File: src/rtl/seg7_pkg.sv
// Shared glyph codes and scan FSM encoding for the seg7 multiplexed display driver.
// Codes are active-low with dp off: bit7 = dp, bits6:0 = g..a.
package seg7_pkg;

    typedef enum logic {
        ST_BLANK = 1'b0,
        ST_DRIVE = 1'b1
    } scan_state_t;

    localparam logic [7:0] SEG_OFF    = 8'hFF;
    localparam logic [6:0] GLYPH_DARK = 7'h7F;

    localparam logic [7:0] GLYPH_0 = 8'hC0;
    localparam logic [7:0] GLYPH_1 = 8'hF9;
    localparam logic [7:0] GLYPH_2 = 8'hA4;
    localparam logic [7:0] GLYPH_3 = 8'hB0;
    localparam logic [7:0] GLYPH_4 = 8'h99;
    localparam logic [7:0] GLYPH_5 = 8'h92;
    localparam logic [7:0] GLYPH_6 = 8'h82;
    localparam logic [7:0] GLYPH_7 = 8'hF8;
    localparam logic [7:0] GLYPH_8 = 8'h80;
    localparam logic [7:0] GLYPH_9 = 8'h90;
    localparam logic [7:0] GLYPH_A = 8'h88;
    localparam logic [7:0] GLYPH_B = 8'h83;
    localparam logic [7:0] GLYPH_C = 8'hC6;
    localparam logic [7:0] GLYPH_D = 8'hA1;
    localparam logic [7:0] GLYPH_E = 8'h86;
    localparam logic [7:0] GLYPH_F = 8'h8E;

endpackage

File: src/rtl/seg7_glyph_rom.sv
// Combinational nibble-to-segment decoder (active-low g..a).
// SEG7_HEX_EN enables A-F for values 10-15; otherwise they decode as 0.
module seg7_glyph_rom
    import seg7_pkg::*;
(
    input  logic [3:0] nibble,
    output logic [6:0] glyph
);

    always_comb begin
        glyph = GLYPH_0[6:0];
        case (nibble)
            4'h0: glyph = GLYPH_0[6:0];
            4'h1: glyph = GLYPH_1[6:0];
            4'h2: glyph = GLYPH_2[6:0];
            4'h3: glyph = GLYPH_3[6:0];
            4'h4: glyph = GLYPH_4[6:0];
            4'h5: glyph = GLYPH_5[6:0];
            4'h6: glyph = GLYPH_6[6:0];
            4'h7: glyph = GLYPH_7[6:0];
            4'h8: glyph = GLYPH_8[6:0];
            4'h9: glyph = GLYPH_9[6:0];
`ifdef SEG7_HEX_EN
            4'hA: glyph = GLYPH_A[6:0];
            4'hB: glyph = GLYPH_B[6:0];
            4'hC: glyph = GLYPH_C[6:0];
            4'hD: glyph = GLYPH_D[6:0];
            4'hE: glyph = GLYPH_E[6:0];
            4'hF: glyph = GLYPH_F[6:0];
`else
            default: glyph = GLYPH_0[6:0];
`endif
        endcase
    end

endmodule

File: src/rtl/seg7_scan_driver.sv
// Multiplexed 7-segment scan driver with frame-synchronous double buffering,
// anti-ghost blanking and leading-zero suppression. SEG7_HEX_EN selects hex glyphs.
//
// state    | meaning
// ST_BLANK | slot counter below BLANK_CYCLES: all anodes off, segments dark
// ST_DRIVE | remainder of slot: anode idx low, segments show active digit idx
module seg7_scan_driver
    import seg7_pkg::*;
#(
    parameter int NUM_DIGITS   = 8,
    parameter int SCAN_DIV     = 100000,
    parameter int BLANK_CYCLES = 1000
) (
    input  logic                    clk,
    input  logic                    rst_n,
    input  logic [4*NUM_DIGITS-1:0] digits_in,
    input  logic [NUM_DIGITS-1:0]   dp_in,
    input  logic [NUM_DIGITS-1:0]   blank_in,
    input  logic                    lz_suppress,
    input  logic                    load,
    output logic [NUM_DIGITS-1:0]   an,
    output logic [7:0]              seg,
    output logic                    frame_done
);

    localparam int CW = (SCAN_DIV > 1) ? $clog2(SCAN_DIV) : 1;
    localparam int IW = $clog2(NUM_DIGITS);

    localparam logic [CW-1:0] CNT_LAST  = CW'(SCAN_DIV - 1);
    localparam logic [CW-1:0] CNT_BLANK = CW'(BLANK_CYCLES);
    localparam logic [IW-1:0] IDX_LAST  = IW'(NUM_DIGITS - 1);
    localparam scan_state_t   ST_START  = (BLANK_CYCLES == 0) ? ST_DRIVE : ST_BLANK;
    localparam logic [NUM_DIGITS-1:0] AN_ONE = NUM_DIGITS'(1);

    typedef struct packed {
        logic [4*NUM_DIGITS-1:0] dig;
        logic [NUM_DIGITS-1:0]   dp;
        logic [NUM_DIGITS-1:0]   blank;
        logic                    lz;
    } frame_t;

    frame_t          cap;
    frame_t          pend;
    frame_t          act;
    logic            pend_vld;

    logic [CW-1:0]   cnt;
    logic [CW-1:0]   cnt_inc;
    logic [IW-1:0]   idx;
    scan_state_t     state;

    logic            slot_end;
    logic            frame_end;
    logic [NUM_DIGITS-1:0] zero_from;
    logic [3:0]      cur_nib;
    logic [6:0]      glyph;
    logic            suppress;
    logic [7:0]      seg_nxt;
    logic [NUM_DIGITS-1:0] an_drive;

    always_comb begin
        cap.dig   = digits_in;
        cap.dp    = dp_in;
        cap.blank = blank_in;
        cap.lz    = lz_suppress;
    end

    assign cnt_inc   = cnt + CW'(1);
    assign slot_end  = (cnt == CNT_LAST);
    assign frame_end = slot_end && (idx == IDX_LAST);

    // A load on the wrap cycle bypasses pending so the new frame already uses it.
    always_ff @(posedge clk or negedge rst_n) begin
        if (!rst_n) begin
            pend     <= '0;
            act      <= '0;
            pend_vld <= 1'b0;
        end else begin
            if (load) begin
                pend <= cap;
            end
            if (frame_end) begin
                if (load) begin
                    act <= cap;
                end else if (pend_vld) begin
                    act <= pend;
                end
                pend_vld <= 1'b0;
            end else if (load) begin
                pend_vld <= 1'b1;
            end
        end
    end

    // zero_from[i]: active digits i..NUM_DIGITS-1 are all zero.
    always_comb begin
        zero_from = '1;
        for (int i = 0; i < NUM_DIGITS; i++) begin
            for (int j = i; j < NUM_DIGITS; j++) begin
                if (act.dig[4*j +: 4] != 4'h0) begin
                    zero_from[i] = 1'b0;
                end
            end
        end
    end

    assign cur_nib = act.dig[4*idx +: 4];

    seg7_glyph_rom u_glyph_rom (
        .nibble (cur_nib),
        .glyph  (glyph)
    );

    always_comb begin
        suppress = act.lz && (idx != '0) && zero_from[idx];
        if (act.blank[idx]) begin
            seg_nxt = SEG_OFF;
        end else begin
            seg_nxt = {~act.dp[idx], suppress ? GLYPH_DARK : glyph};
        end
        an_drive = ~(AN_ONE << idx);
    end

    always_ff @(posedge clk or negedge rst_n) begin
        if (!rst_n) begin
            cnt        <= '0;
            idx        <= '0;
            state      <= ST_START;
            an         <= '1;
            seg        <= SEG_OFF;
            frame_done <= 1'b0;
        end else begin
            frame_done <= frame_end;

            if (state == ST_DRIVE) begin
                an  <= an_drive;
                seg <= seg_nxt;
            end else begin
                an  <= '1;
                seg <= SEG_OFF;
            end

            if (slot_end) begin
                cnt   <= '0;
                idx   <= (idx == IDX_LAST) ? '0 : idx + IW'(1);
                state <= ST_START;
            end else begin
                cnt   <= cnt_inc;
                state <= (cnt_inc < CNT_BLANK) ? ST_BLANK : ST_DRIVE;
            end
        end
    end

endmodule

File: config.mk
export PLATFORM = sky130hd
export DESIGN_NAME = seg7_scan_driver
export DESIGN_NICKNAME = d
export VERILOG_FILES = /design/src/rtl/seg7_pkg.sv /design/src/rtl/seg7_glyph_rom.sv /design/src/rtl/seg7_scan_driver.sv
export SDC_FILE = /design/constraint.sdc
export NUM_CORES = 1
export LEC_CHECK = 0
export CORE_ASPECT_RATIO = 0.9
export CORE_MARGIN = 2
export CORE_UTILIZATION = 45
export DETAILED_ROUTE_END_ITERATION = 10
export MAX_ROUTING_LAYER = met4
export PLACE_DENSITY = 0.71
export SLEW_MARGIN = 20
export SYNTH_ARGS = -nofsm -noshare
export SYNTH_HDL_FRONTEND = slang
export SYNTH_HIERARCHICAL = 1
export SYNTH_SLANG_ARGS = --single-unit
File: constraint.sdc
create_clock -name clk -period 3.3 [get_ports clk]
set_input_delay 0.495 -clock clk [delete_from_list [all_inputs] [get_ports clk]]
set_output_delay 0.495 -clock clk [all_outputs]
set_load 0.01 [all_outputs]
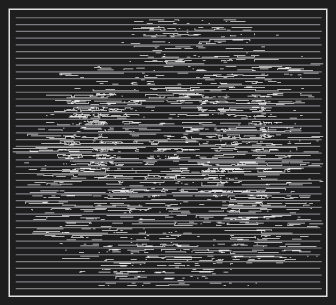
(run_1/met1.png)
Supply wires on this layer in grey.
- longest straight run: 44.2 um
- wire length on this layer: 5,230 um
- nets with wire on the layer: 517
GRT met1 Usage: 0.2271
DRT Wirelength: 11,840 um
DR vias: 3,740

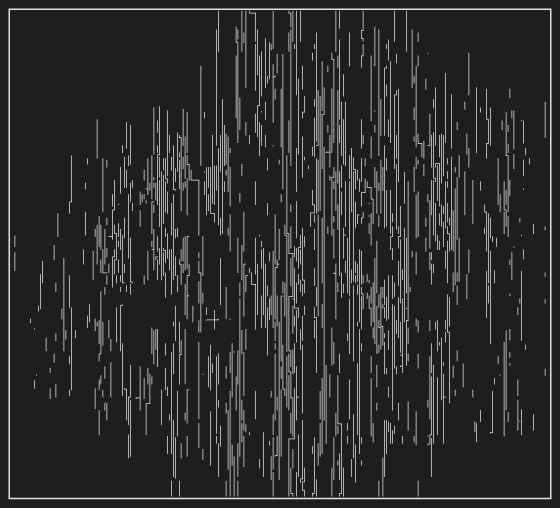
(run_1/met2.png)
- nets with wire on the layer: 511
- longest straight run: 64.3 um
- wire length on this layer: 5,800 um
- main direction: vertical
- share of all routed wire: 49%
GRT met2 Usage: 0.2864

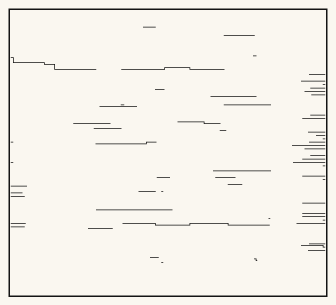
(run_1/met3.png)
- longest straight run: 30.4 um
- wire length on this layer: 597 um
- share of all routed wire: 5.0%
- main direction: horizontal
- nets with wire on the layer: 51
GR Util met3: 0.05467

==> impl_metrics.toml, run 1 <==
# synthesis and place-and-route metrics
[status]
outcome = "finished clean"

[power]
p_switching_w = 0.0007696
ir_drop_mv = 0.3045
combPwrFrac = 0.052
p_seq_frac = 0.459
finalPower_w = 0.003822
switching_share = 0.2014
powerDensity_mw_per_mm2 = 506.6
clockPowerShare = 0.489
p_int_w = 0.003052
leakage_nw = 3.319

[floorplanning]
design.portCount = 69
fp_util = 0.4598
die_w_um = 126.9
num_rows = 40
die_y_um = 114.6
die-area_mm2 = 0.01455
core_mm2 = 0.01331

[logic_synthesis]
synth_top_cell_by_count = "dfrtp_1"
synthesis.nets = 513
synthCells = 450
synthArstFlopShare = 1.000
yosys.area.top_type_share = 0.4947
syn_area_per_cell_um2 = 13.60
synthFlopType = "dfrtp_1"
top_area_cell = "dfrtp_1"
syn_area_mm2 = 0.006121
synth-edff-count = 0
common_cells = "dfrtp_1 (121), mux2_2 (89), nand2_1 (34), nor2_1 (20), dfstp_2 (16)"
yosys_warnings = 6
synth.distinct_cells = 48
yosys_area_mm2 = 0.006121
ys_ff = 137
ys_cells = 450
yosys-top-cells-area = "dfrtp_1 (49%), mux2_2 (16%), dfstp_2 (6.9%)"
ys_seq_frac = 0.5634

[sta]
worst_pin_slew_ns = 0.7882
period_needed_ns = 2.913
finalCritPeriodShare = 0.8828
grt_setup_unrepaired = "no"
finalSetupViolations = 0
finalSetupTns_ns = 0
slew_headroom = 0.4745
hold_viol = 0
clock_skew_ns = 0.009907
slew_viol_final = 0
clock.fmax_mhz = 343.3

[clock_tree]
numCtsBuffers = 17
h-tree-depth = 4
clk_pin_slew_ns = 0.06
cts_root_buf = "clkbuf_16"
tritoncts = "done"
cts.hold.buffers_added = 0
post-cts-setup-buffers = 0
clockBufferDepth = 2
clk_latency_ns = 0.42
clkSinkCount = 137
cts.repair.resized = 0

[worst_setup_path]
critPathCapture = "act[32]$_DFFE_PN0P_"
cp-startpoint = "cnt[0]$_DFF_PN0_"
cp_max_fo = 33
reg2reg_to = "act[32]$_DFFE_PN0P_"
reg2reg_depth = 8
crit_type = "flop to flop"
endpoint_kind = "flop"
crit_required_ns = 3.59
reg2reg_slack_ns = 0.39
start_kind = "flop"
cp_data_arrival_time_ns = 3.21
reg2reg_from = "cnt[0]$_DFF_PN0_"

[grt]
grt_overflow = 0
grt_pass1_wl_um = 19870
antenna_found_initial = 0
grt_pass1_vias = 3930
grt_max_degree = 63
grt_usage = 0.1826

[finish]
final_area_mm2 = 0.007543
area_growth_pct = 23.24
final_util = 0.5666
fin_nets = 583
n_antenna_cell = 0
drive_above_1_share = 0.3302
fillers = 1071

[placed_design]
gp_congestion = 0.8600
port_buffers = 68
place_hpwl_um = 8249
placed_area_mm2 = 0.006963

[detailed_routing]
ant_nets = 0
drc = 0
firstDrtPassIters = 4
via_per_inst = 5.335
wire_per_inst_um = 16.88
drt_iter0_drc = 191

[worst_hold_path]
hold_class = "input pin to async pin"

[flow_run]
cap_violations = 0
warnings = 33
## run 1: placed cells by master, fill, tap and decap left out, types with 4 or more instances in the layout
| cell | n |
|---|---|
| a21oi_1 | 11 |
| buf_4 | 6 |
| clkbuf_1 | 5 |
| clkbuf_16 | 17 |
| clkdlybuf4s50_1 | 66 |
| clkinv_2 | 5 |
| dfrtp_1 | 121 |
| dfstp_2 | 16 |
| ha_1 | 11 |
| inv_1 | 6 |
| mux2_2 | 89 |
| mux2_4 | 10 |
| mux4_2 | 12 |
| nand2_1 | 34 |
| nand3_1 | 10 |
| nand4_1 | 8 |
| nor2_1 | 20 |
| nor2b_1 | 5 |
| nor3_1 | 4 |
| nor4_1 | 5 |
| or2_2 | 7 |
| xnor2_1 | 12 |
| xor2_1 | 5 |
## run 1: worst max-delay path: stages, from the launching register on
cell and delay [ns]:
dfrtp_1 0.43, ha_1 0.33, inv_1 0.15, nor3_4 0.29, and4_1 0.22, nand4b_1 0.09, or3b_2 0.68, buf_12 0.28
mux2_4 0.31
## run 1: registers in the layout (all words and copies together) (netlist names)
| register | flops |
|---|---|
| state | 1 |
| pend | 49 |
| frame_done | 1 |
| act | 49 |
| an | 8 |
| seg | 8 |
| pend_vld | 1 |
| idx | 3 |
| cnt | 17 |
## run 1: power groups by stage
stage	Sequential, W	Combinational (W)	Clock [W]
floorplan	0.00178	0.0000843	0
global placement	0.00178	0.000200	0
detailed placement	0.00178	0.000205	0
CTS	0.00176	0.000206	0.00191
global route	0.00176	0.000221	0.00199
finish	0.00176	0.000199	0.00187
## run 1: per-layer routing
layer,track usage,wire length [um],vias to the layer above
met3,0.05467,596,17
met5,-,0,-
met2,0.2864,5800,81
met1,0.2271,5229,1895
met4,0.06593,209,0
li1,-,-,1747
## run 1: area by class of cell
cell class	instances	area [um2]	share of cell area
clock inverter	9	122.6	0.01625
tap	168	210.2	0.02787
sequential	137	3448	0.4571
timing repair buffer	75	750.7	0.09952
multi-input combinational	282	2527	0.3350
inverter	7	26.28	0.003483
clock buffer	23	457.9	0.06071
## run 1: per-stage QoR
| step | std cells | worst slack [ns] | hold WS (ns) |
|---|---|---|---|
| after floorplan | 450 | 0.5074 | 0.1994 |
| after global placement | 669 | 0.5019 | 0.4603 |
| after detailed placement | 669 | 0.4213 | 0.4852 |
| after CTS | 701 | 0.3853 | 0.1876 |
| after global routing | 701 | 0.2055 | 0.2247 |
| final | 701 | 0.3868 | 0.1618 |
## run 1: cells by family (layout without fill, tap and decap cells)
family,after synthesis,count (layout),synth area share
DFF,137,137,0.5634
and+or+nand+nor,113,113,0.09996
muxes,112,112,0.2341
buffers and inverters,31,114,0.02371
AOI/OAI and AO/OA,29,29,0.03209
xor gates and xnor gates,17,17,0.02432
adders and majority gates,11,11,0.02249
## Run 2: what changed since run 1
--- a/config.mk
+++ b/config.mk
@@ -11,7 +11,7 @@
 export DETAILED_ROUTE_END_ITERATION = 10
 export MAX_ROUTING_LAYER = met4
 export PLACE_DENSITY = 0.71
-export SLEW_MARGIN = 20
+export SKIP_CTS_REPAIR_TIMING = 1
 export SYNTH_ARGS = -nofsm -noshare
 export SYNTH_HDL_FRONTEND = slang
 export SYNTH_HIERARCHICAL = 1
==> run 2 against run 1 <==
Effect of this change:
- sequential power about the same
- sequential share of layout area is the same
- global-route usage unchanged
- register-to-register slack about the same
- critical path type unchanged
==> impl_metrics.toml, run 2 <==
# synthesis and place-and-route metrics
[sta]
period_needed_ns = 2.913
finalSetupViolations = 0
grt_setup_unrepaired = "no"
finalCritPeriodShare = 0.8828
hold_viol = 0
clock.fmax_mhz = 343.3
slew_viol_final = 0
slew_headroom = 0.4745
finalSetupTns_ns = 0
worst_pin_slew_ns = 0.7882
setup_ws_ns = 0.3868

[logic_synthesis]
ys_cells = 450
syn_area_mm2 = 0.006121
yosys.area.top_type_share = 0.4947
top_area_cell = "dfrtp_1"
syn_area_per_cell_um2 = 13.60
yosys-top-cells-area = "dfrtp_1 (49%), mux2_2 (16%), dfstp_2 (6.9%)"
synthFlopType = "dfrtp_1"
synth-edff-count = 0
yosys_area_mm2 = 0.006121
synthesis.nets = 513
synth_top_cell_by_count = "dfrtp_1"
synthArstFlopShare = 1.000
synth.distinct_cells = 48
ys_ff = 137
ys_seq_frac = 0.5634
synthCells = 450
common_cells = "dfrtp_1 (121), mux2_2 (89), nand2_1 (34), nor2_1 (20), dfstp_2 (16)"
yosys_warnings = 6

[worst_setup_path]
cp_data_arrival_time_ns = 3.21
crit_required_ns = 3.59
crit_type = "flop to flop"
reg2reg_to = "act[32]$_DFFE_PN0P_"
crit_chain = "ha_1 -> inv_1 -> nor3_4 -> and4_1 -> nand4b_1 -> or3b_2 -> buf_12 -> mux2_4"
cp_max_fo = 33
cp_top_family = "simple AND/OR/NAND/NOR gates"
slowest_stage = "or3b_2"
reg2reg_depth = 8
reg2reg_from = "cnt[0]$_DFF_PN0_"
path_buffers = 2
endpoint_kind = "flop"
start_kind = "flop"
reg2reg_slack_ns = 0.39
slowest_delay_ns = 0.68

[floorplanning]
die_y_um = 114.6
core_mm2 = 0.01331
die_w_um = 126.9
design.portCount = 69
num_rows = 40
fp_util = 0.4598
die-area_mm2 = 0.01455

[finish]
area_growth_pct = 23.24
fillers = 1071
drive_above_1_share = 0.3302
seq_area_mm2 = 0.003448
reg_top3 = "act (49), pend (49), cnt (17)"
fin_nets = 583
lay_top_count = "dfrtp_1"
n_antenna_cell = 0
layout_top_cells = "dfrtp_1 (121), mux2_2 (89), clkdlybuf4s50_1 (66)"
comb_area_mm2 = 0.002527

[placed_design]
gp_congestion = 0.8600
port_buffers = 68
pre_cts_slack_ns = 0.4213
place_hpwl_um = 8249

[power]
ir_drop_mv = 0.3045
leakage_nw = 3.319
powerDensity_mw_per_mm2 = 506.6

[detailed_routing]
wire_per_inst_um = 16.88
via_per_inst = 5.335
ant_nets = 0
drc = 0
drt_iter0_drc = 191
firstDrtPassIters = 4
wl_um = 11840
dr_total_vias = 3740

[clock_tree]
tritoncts = "done"
clk_pin_slew_ns = 0.06
clkSinkCount = 137
clockBufferDepth = 2
h-tree-depth = 4
cts_root_buf = "clkbuf_16"
clk_latency_ns = 0.42

[status]
outcome = "finished clean"

[grt]
grtUsageMet1 = 0.2271
grt_overflow = 0
busiest_layer = "met2"
gr-usage-met3 = 0.05467
grt_max_degree = 63
grt_usage = 0.1826
gr-usage-met2 = 0.2864
grt_pass1_vias = 3930
grt_pass1_wl_um = 19870
antenna_found_initial = 0

[flow_run]
cap_violations = 0
warnings = 33

[worst_hold_path]
hold_class = "input pin to async pin"
-- run 2: cell counts after synthesis --
Identical to the previous run, type by type.
-- run 2: worst register-to-register path, cell delays in order (launching register included) --
cell and delay, ns:
dfrtp_1 0.43, ha_1 0.33, inv_1 0.15, nor3_4 0.29
and4_1 0.22, nand4b_1 0.09, or3b_2 0.68, buf_12 0.28
mux2_4 0.32
-- run 2: worst max path at each step --
| stage | from | endpoint | slack (ns) | cells after the start |
|---|---|---|---|---|
| floorplan | idx[0]$_DFFE_PN0N_ | seg[6]$_DFF_PN1_ | 0.51 | 9 |
| finish | cnt[0]$_DFF_PN0_ | act[32]$_DFFE_PN0P_ | 0.39 | 8 |
| CTS | cnt[0]$_DFF_PN0_ | act[31]$_DFFE_PN0P_ | 0.39 | 8 |
| global route | cnt[0]$_DFF_PN0_ | act[31]$_DFFE_PN0P_ | 0.21 | 8 |
| detailed placement | cnt[0]$_DFF_PN0_ | act[31]$_DFFE_PN0P_ | 0.42 | 8 |
| global placement | cnt[0]$_DFF_PN0_ | act[26]$_DFFE_PN0P_ | 0.50 | 8 |
-- run 2: layout make-up --
| type | count | area share |
|---|---|---|
| Inverter | 7 | 0.003483 |
| Sequential cell | 137 | 0.4571 |
| Tap cell | 168 | 0.02787 |
| Multi-Input combinational cell | 282 | 0.3350 |
| Clock inverter | 9 | 0.01625 |
| Clock buffer | 23 | 0.06071 |
| Timing Repair Buffer | 75 | 0.09952 |
-- run 2: cells by family (layout without fill, tap and decap cells) --
group           Yosys count  after routing  synth area share
compound gates           29             29           0.03209
fa+ha+maj                11             11           0.02249
flops                   137            137            0.5634
simple gates            113            113           0.09996
buf+inv                  31            114           0.02371
xor+xnor                 17             17           0.02432
mux                     112            112            0.2341
-- run 2: metal layers --
layer / vias up / routed length (um)
met3: 17 / 596
met4: 0 / 209
li1: 1747 / -
met1: 1895 / 5229
met5: - / 0
met2: 81 / 5800
-- run 2: through the flow --
stage / total power, W / utilization / instances / instance area, um2 / hold slack, ns
3_3_place_gp: 0.001982 / 0.5230 / 669 / 6963 / 0.4603
5_1_grt: 0.003968 / 0.5666 / 701 / 7543 / 0.2247
4_1_cts: 0.003869 / 0.5666 / 701 / 7543 / 0.1876
2_1_floorplan: 0.001864 / - / 450 / 6121 / 0.1994
6_report: 0.003822 / 0.5666 / 701 / 7543 / 0.1618
3_5_place_dp: 0.001989 / 0.5230 / 669 / 6963 / 0.4852
-- run 2: power breakdown --
part	switching [W]	leakage (nW)	internal [W]
registers	0.0000139	1.73	0.00174
clock network	0.000667	0.285	0.00120
logic	0.0000882	1.31	0.000111
total	0.000770	3.32	0.00305
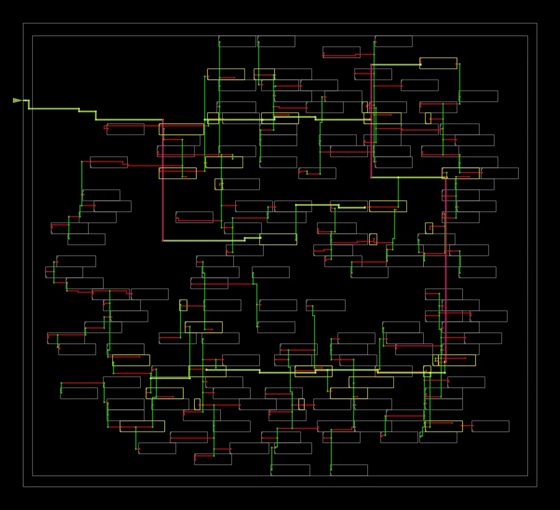
(run_2/final_clocks.png)
clk_buf instances: 23
flip-flops: 137
clock buffer count from CTS: 17
worst clock skew: 0.009907 ns
Clk. pwr: 0.00187 W

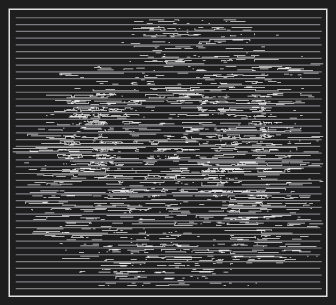
(run_2/met1.png)
Supply wires on this layer in grey.
- main direction: horizontal
- nets with wire on the layer: 517
- share of all routed wire: 44%
- wire length on this layer: 5,230 um

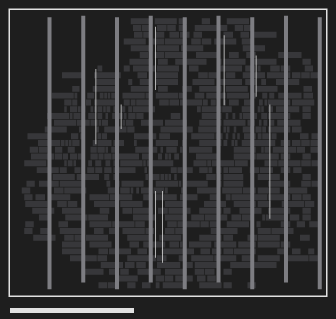
(run_2/met4.png)
Scale bar: 50 um. Supply wires on this layer in grey.
- wire length on this layer: 209 um
- main direction: vertical
- longest straight run: 45.6 um
- share of all routed wire: 1.8%
- nets with wire on the layer: 7

## Run 3: what changed since run 2
--- a/config.mk
+++ b/config.mk
@@ -11,6 +11,7 @@
 export DETAILED_ROUTE_END_ITERATION = 10
 export MAX_ROUTING_LAYER = met4
 export PLACE_DENSITY = 0.71
+export REMOVE_ABC_BUFFERS = 1
 export SKIP_CTS_REPAIR_TIMING = 1
 export SYNTH_ARGS = -nofsm -noshare
 export SYNTH_HDL_FRONTEND = slang
==> run 3 against run 2 <==
Effect of this change:
- first-iteration DRC count fell by 10%
- clock power fell by 5%
- flip-flop count did not move
- largest cell class unchanged
==> impl_metrics.toml, run 3 <==
# synthesis and place-and-route metrics
[status]
outcome = "finished clean"

[grt]
antenna_found_initial = 0
grt_usage = 0.1787
grt_max_degree = 81
grt_pass1_wl_um = 19560
grt_overflow = 0
grt_pass1_vias = 3819

[sta]
finalSetupTns_ns = 0
slew_viol_final = 0
worst_hold_slack_ns = 0.1318
slew_headroom = 0.5261
finalSetupViolations = 0
worst_pin_slew_ns = 0.7109
period_needed_ns = 2.858
grt_setup_unrepaired = "no"
finalCritPeriodShare = 0.8661

[clock_tree]
numCtsBuffers = 17
tritoncts = "done"
h-tree-depth = 4
cts_root_buf = "clkbuf_16"
clk_pin_slew_ns = 0.05
clockBufferDepth = 2

[finish]
reg_top3 = "act (49), pend (49), cnt (17)"
n_antenna_cell = 0
fin_nets = 582
area_growth_pct = 22.87
drive_above_1_share = 0.3371
finalNonFillerCells = 699
layout_top_cells = "dfrtp_1 (121), mux2_2 (89), clkdlybuf4s50_1 (66)"
comb_area_mm2 = 0.002527
seq_area_mm2 = 0.003448
fillers = 1040

[worst_setup_path]
crit_type = "flop to flop"
reg2reg_depth = 8
reg2reg_to = "act[27]$_DFFE_PN0P_"
cp_max_fo = 37
crit_required_ns = 3.59
reg2reg_slack_ns = 0.44
cp-startpoint = "cnt[0]$_DFF_PN0_"
endpoint_kind = "flop"
reg2reg_from = "cnt[0]$_DFF_PN0_"
start_kind = "flop"

[logic_synthesis]
syn_area_per_cell_um2 = 13.60
syn_area_mm2 = 0.006121
yosys.area.top_type_share = 0.4947
ys_seq_frac = 0.5634
top_area_cell = "dfrtp_1"
synthFlopType = "dfrtp_1"
ys_cells = 450
common_cells = "dfrtp_1 (121), mux2_2 (89), nand2_1 (34), nor2_1 (20), dfstp_2 (16)"
synth-edff-count = 0
ys_ff = 137
yosys-top-cells-area = "dfrtp_1 (49%), mux2_2 (16%), dfstp_2 (6.9%)"
synth_top_cell_by_count = "dfrtp_1"
yosys_area_mm2 = 0.006121
synth.distinct_cells = 48
synthCells = 450

[floorplanning]
die-area_mm2 = 0.01455
num_rows = 40
die_w_um = 126.9
core_mm2 = 0.01331
die_y_um = 114.6
design.portCount = 69

[power]
p_seq_frac = 0.470
clockPowerShare = 0.478
p_int_w = 0.002937
leakage_nw = 3.291
finalPower_w = 0.003735
combPwrFrac = 0.052
ir_drop_mv = 0.3694
p_switching_w = 0.0007980

[detailed_routing]
wl_met3_um = 504
via_per_inst = 5.258
wl_met2_um = 5488
ant_nets = 0
routed.top_layer = "met4"
firstDrtPassIters = 5
wirelength_met1_um = 5373
wire_per_inst_um = 16.53
drc = 0

[flow_run]
cap_violations = 0
warnings = 32

[placed_design]
placed_cells_incl_taps = 668
gp_congestion = 0.8343
place_hpwl_um = 7981
placed_area_mm2 = 0.006955
## run 3: cell counts after synthesis
No cell type changed its count.
## run 3: cell families after synthesis
| kind of cell | count (synthesis) | share of synthesized area |
|---|---|---|
| buffers and inverters | 31 | 0.02371 |
| and+or+nand+nor | 113 | 0.09996 |
| muxes | 112 | 0.2341 |
| DFF | 137 | 0.5634 |
| xor gates and xnor gates | 17 | 0.02432 |
| AOI/OAI and AO/OA | 29 | 0.03209 |
| adders and majority gates | 11 | 0.02249 |
## run 3: worst max-delay path by stage
stage | endpoint | slack, ns | cells after the start
detailed placement | act[27]$_DFFE_PN0P_ | 0.48 | 8
finish | act[27]$_DFFE_PN0P_ | 0.44 | 8
global route | act[27]$_DFFE_PN0P_ | 0.27 | 8
floorplan | act[0]$_DFFE_PN0P_ | 0.26 | 4
global placement | act[27]$_DFFE_PN0P_ | 0.54 | 8
CTS | act[27]$_DFFE_PN0P_ | 0.46 | 8
## run 3: through the flow
step	setup WS, ns	util
6_report	0.4420	0.5649
4_1_cts	0.4641	0.5649
3_3_place_gp	0.5404	0.5225
2_1_floorplan	0.2632	-
5_1_grt	0.2728	0.5649
3_5_place_dp	0.4823	0.5225
## run 3: layout make-up
| type | instances | share of cell area |
|---|---|---|
| flip-flops and latches | 137 | 0.4585 |
| clock inverters | 11 | 0.01314 |
| clock buffers | 20 | 0.06205 |
| repair buffers | 74 | 0.09882 |
| inverters | 7 | 0.003494 |
| well taps | 168 | 0.02795 |
| multi-input cells | 282 | 0.3361 |
## run 3: critical path: stages, from the launching register on
cell and delay (ns):
dfrtp_1 0.41, ha_1 0.32, inv_1 0.15, nor3_4 0.30, and4_1 0.24, nand4b_1 0.09
or3b_2 0.63, buf_12 0.26, mux2_4 0.32
## run 3: routing by layer
| metal | vias to the layer above | track usage |
|---|---|---|
| met3 | 16 | 0.04673 |
| met2 | 87 | 0.2695 |
| met5 | - | - |
| met4 | 0 | 0.06813 |
| li1 | 1745 | - |
| met1 | 1827 | 0.2345 |
## run 3: power groups by stage
stage	Sequential [W]	Clock (W)	Combinational, W
after floorplan	0.00178	0	0.0000749
after global placement	0.00178	0	0.000197
after detailed placement	0.00178	0	0.000201
after CTS	0.00176	0.00182	0.000203
after global routing	0.00176	0.00190	0.000218
final	0.00176	0.00178	0.000196
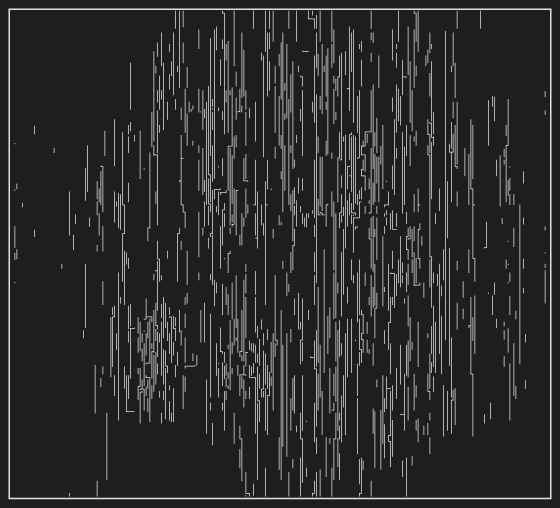
(run_3/met2.png)
- share of all routed wire: 48%
- nets with wire on the layer: 502
- main direction: vertical
- wire length on this layer: 5,490 um
- longest straight run: 72.6 um
DR vias: 3,675
GRT met2 Usage: 0.2695
DRT Wirelength: 11,550 um

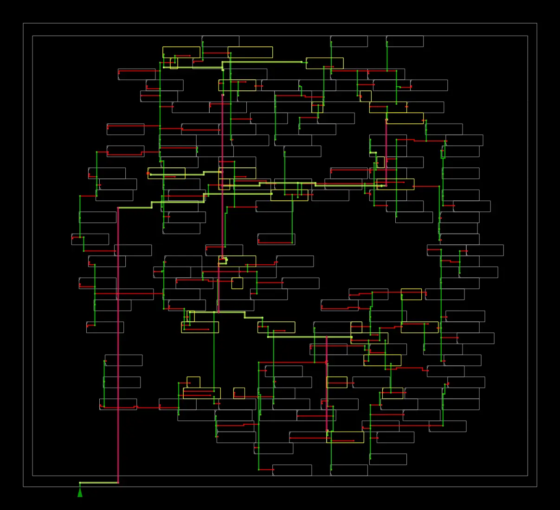
(run_3/final_clocks.png)
clk_buf instances: 20
clk ins delay skew pair: 0.42 ns
clk sinks: 137
Clk. pwr: 0.00178 W
worst clock skew: 0.009346 ns

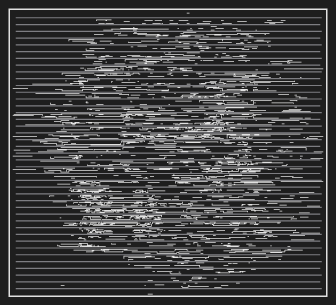
(run_3/met1.png)
Supply wires on this layer in grey.
- longest straight run: 38.6 um
- main direction: horizontal
- wire length on this layer: 5,370 um
- nets with wire on the layer: 533
- share of all routed wire: 47%
GRT met1 Usage: 0.2345

Power and IR drop assume default switching activity.
